### PDN straps and rails

Bar = 50 um. Pins as bars on the die edge.
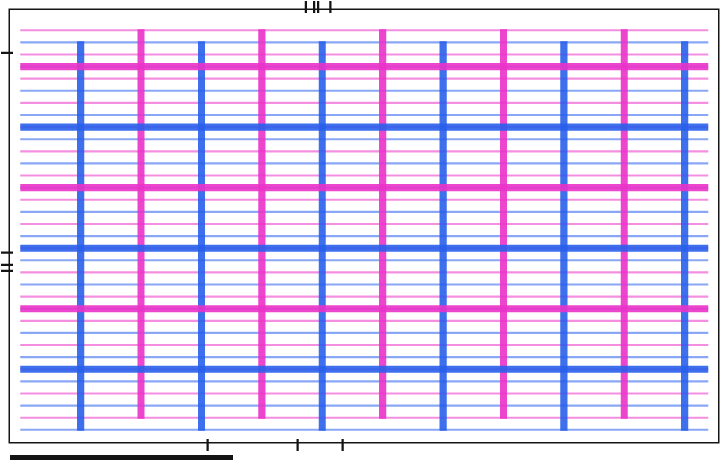
### Cell classes on the final placement

Bar = 50 um.
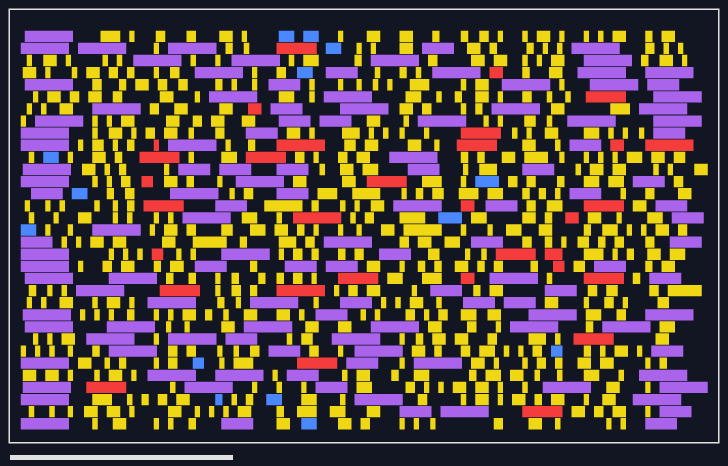
### Clock wires, drivers and flops

Bar = 50 um.
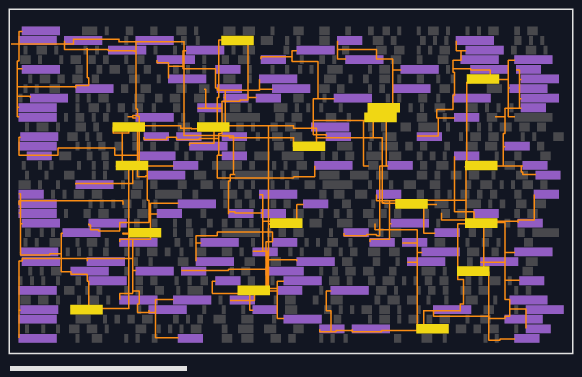
==> src/rtl/move_command_gen.sv <==
`default_nettype none
// ============================================================================
// move_command_gen : four raw direction buttons -> synchronised, debounced,
//                    prioritised single-cycle move pulses with auto-repeat.
// Revision: 1.0  initial release
// ============================================================================
module move_command_gen #(
  parameter int DEBOUNCE_CYCLES = 500000,
  parameter int REPEAT_DELAY    = 25000000,
  parameter int REPEAT_PERIOD   = 5000000,
  parameter bit REPEAT_EN       = 1'b1
) (
  input  logic CLOCK_50,
  input  logic reset,
  input  logic key_up,
  input  logic key_down,
  input  logic key_left,
  input  logic key_right,
  output logic up,
  output logic down,
  output logic left,
  output logic right,
  output logic key_held
);

  localparam int DB_W    = $clog2(DEBOUNCE_CYCLES + 1);
  localparam int RPT_MAX = (REPEAT_DELAY > REPEAT_PERIOD) ? REPEAT_DELAY : REPEAT_PERIOD;
  localparam int RPT_W   = $clog2(RPT_MAX + 1);

  localparam logic [DB_W-1:0]  DB_LAST     = DB_W'(DEBOUNCE_CYCLES - 1);
  localparam logic [RPT_W-1:0] DELAY_LAST  = RPT_W'(REPEAT_DELAY - 1);
  localparam logic [RPT_W-1:0] PERIOD_LAST = RPT_W'(REPEAT_PERIOD - 1);
  localparam logic [DB_W-1:0]  DB_ONE      = DB_W'(1);
  localparam logic [RPT_W-1:0] RPT_ONE     = RPT_W'(1);

  typedef enum logic [1:0] {
    ST_IDLE   = 2'd0,
    ST_DELAY  = 2'd1,
    ST_REPEAT = 2'd2,
    ST_HOLD   = 2'd3
  } state_t;

  // Bit order is the priority order: bit 0 (up) beats down, then right, then left.
  logic [3:0] raw;
  logic [3:0] sync1;
  logic [3:0] sync2;
  logic [3:0] db;
  logic [DB_W-1:0] db_cnt [4];
  logic [3:0] sel_oh;
  logic [3:0] sel_q;
  logic [3:0] moves;
  logic [RPT_W-1:0] rpt_cnt;
  logic [RPT_W-1:0] rpt_last;
  state_t state;

  assign raw = {key_left, key_right, key_down, key_up};

  always_ff @(posedge CLOCK_50) begin
    if (reset) begin
      sync1 <= '0;
      sync2 <= '0;
    end else begin
      sync1 <= raw;
      sync2 <= sync1;
    end
  end

  always_ff @(posedge CLOCK_50) begin
    if (reset) begin
      db <= '0;
      for (int i = 0; i < 4; i++) db_cnt[i] <= '0;
    end else begin
      for (int i = 0; i < 4; i++) begin
        if (sync2[i] == db[i]) begin
          db_cnt[i] <= '0;
        end else if (db_cnt[i] == DB_LAST) begin
          db[i]     <= sync2[i];
          db_cnt[i] <= '0;
        end else begin
          db_cnt[i] <= db_cnt[i] + DB_ONE;
        end
      end
    end
  end

  // Isolate the lowest set bit: the highest-priority pressed key, zero if none.
  assign sel_oh   = db & (~db + 4'd1);
  assign rpt_last = (state == ST_DELAY) ? DELAY_LAST : PERIOD_LAST;

  always_ff @(posedge CLOCK_50) begin
    if (reset) begin
      state    <= ST_IDLE;
      sel_q    <= '0;
      rpt_cnt  <= '0;
      moves    <= '0;
      key_held <= 1'b0;
    end else begin
      moves    <= '0;
      key_held <= |db;
      case (state)
        ST_IDLE: begin
          if (sel_oh != 4'd0) begin
            moves   <= sel_oh;
            sel_q   <= sel_oh;
            rpt_cnt <= '0;
            state   <= REPEAT_EN ? ST_DELAY : ST_HOLD;
          end
        end
        ST_DELAY, ST_REPEAT: begin
          if (sel_oh == 4'd0) begin
            state   <= ST_IDLE;
            rpt_cnt <= '0;
          end else if (sel_oh != sel_q) begin
            moves   <= sel_oh;
            sel_q   <= sel_oh;
            rpt_cnt <= '0;
            state   <= ST_DELAY;
          end else if (rpt_cnt == rpt_last) begin
            moves   <= sel_q;
            rpt_cnt <= '0;
            state   <= ST_REPEAT;
          end else begin
            rpt_cnt <= rpt_cnt + RPT_ONE;
          end
        end
        ST_HOLD: begin
          if (sel_oh == 4'd0) begin
            state <= ST_IDLE;
          end else if (sel_oh != sel_q) begin
            moves <= sel_oh;
            sel_q <= sel_oh;
          end
        end
        default: state <= ST_IDLE;
      endcase
    end
  end

  assign up    = moves[0];
  assign down  = moves[1];
  assign right = moves[2];
  assign left  = moves[3];

endmodule
`default_nettype wire

==> config.mk <==
export PLATFORM = sky130hd
export DESIGN_NAME = move_command_gen
export DESIGN_NICKNAME = d
export VERILOG_FILES = /design/src/rtl/move_command_gen.sv
export SDC_FILE = /design/constraint.sdc
export NUM_CORES = 1
export LEC_CHECK = 0
export CELL_PAD_IN_SITES_DETAIL_PLACEMENT = 2
export CELL_PAD_IN_SITES_GLOBAL_PLACEMENT = 2
export CORE_ASPECT_RATIO = 0.6
export CORE_MARGIN = 2
export CORE_UTILIZATION = 45
export CTS_CLUSTER_SIZE = 24
export DETAILED_ROUTE_END_ITERATION = 10
export PLACE_DENSITY = 0.86
export SLEW_MARGIN = 40
export SYNTH_ARGS = -nofsm -noshare
export SYNTH_HDL_FRONTEND = slang
export SYNTH_SLANG_ARGS = --single-unit
==> constraint.sdc <==
create_clock -name CLOCK_50 -period 6.4 [get_ports CLOCK_50]
set_input_delay 1.28 -clock CLOCK_50 [delete_from_list [all_inputs] [get_ports CLOCK_50]]
set_output_delay 1.28 -clock CLOCK_50 [all_outputs]
set_load 0.005 [all_outputs]
==> commit_impl_results.txt <==
Store results of the implementation flow

* Outcome: finished, final reports clean
- For the completed layout, the total cell area is recorded as 7680 um2.
- Worst slew margin relative to its limit: 0.376
- Per the OpenROAD timing report, the critical path contains 5 cells.
* Gate Area: ~3400 um2
- R2r startpoint: db_cnt[3][11]
- Hold violation count in the final report: 0
- Flop share of the area: 0.422
* Cell family with the largest share of critical-path delay: simple AND/OR/NAND/NOR gates
- The design draws around 2.1 mW.
- Fmax: 346 MHz
- Clock tree buffer depth: 2
- The cell area that synthesis handed to floorplanning was 6490 um2.
- Number of tapcells: 192
- Summing all multiplexer cells gives an area fraction of 0.0110.
* Core region area: 13,900 um2
* Number of logic gates: 541
* Std-Cell Rows: 33
* Timing startpoint of the critical path: db_cnt[3][11]
* Arithmetic-cell share of the synthesized area counting full adders, half adders and majority gates: 0.0154
- Switching fraction of total power: 0.262
- In this run the tool buffered the top-level ports with 10 buffer cells.
- Fraction of post-synthesis cell area in the top cell type by area: 0.352
- Classification of the worst setup path: reg -> reg
- The number of hold buffers added after CTS was 0.
* Growth of design area from synthesis to finish: 18.3%
- Final Non-Filler Cells: between 900 and 1,000
* Setup repair after global routing missed its margin: false
- Number of flip-flops under the largest register name: 76
* Non-clock buffer total of the final layout: 14
- By area the synthesized netlist is led by sky130_fd_sc_hd__edfxtp_1, sky130_fd_sc_hd__dfxtp_1, sky130_fd_sc_hd__xor2_1.
- The worst register-to-register path ends at db_cnt[3][8].
* Setup Slack @ Placement: around 3300 ps
* Post-CTS setup buffers: 0
- The routed layout reports a DRC error count of 0.
- Clock Power Share: 0.506
- Hold worst-path end: sync2[0]
* Register ranked first by flip-flop count: db_cnt
* Clock tree cell share of total cell area: 0.0828
* Yosys reg bits: about 120
## Picture notes: 'PDN straps and rails'
legend:
  magenta:
    net: VDD
  blue:
    net: VSS
rows: 33
met1 rails: 34
met5 straps: 6
horizontal extent of the die: 159 um
worst-case vdd ir drop: 0.177 mV

## Picture notes: 'Cell classes on the final placement'
legend:
  purple:
    class: flip-flops
    cells: 124
  blue:
    class: other buffers and delay cells
    cells: 14
  red:
    class: clock drivers and dummy loads
    cells: 32
  yellow:
    class: all other logic
    cells: 557

## Picture notes: 'Clock wires, drivers and flops'
legend:
  yellow:
    item: cells driving clock nets
    count: 17
  orange:
    item: clock wires
    length: 2,060 um
  purple:
    item: flip-flops
    count: 124
routed clock nets: 18

Power is estimated from default activity; no workload was simulated.
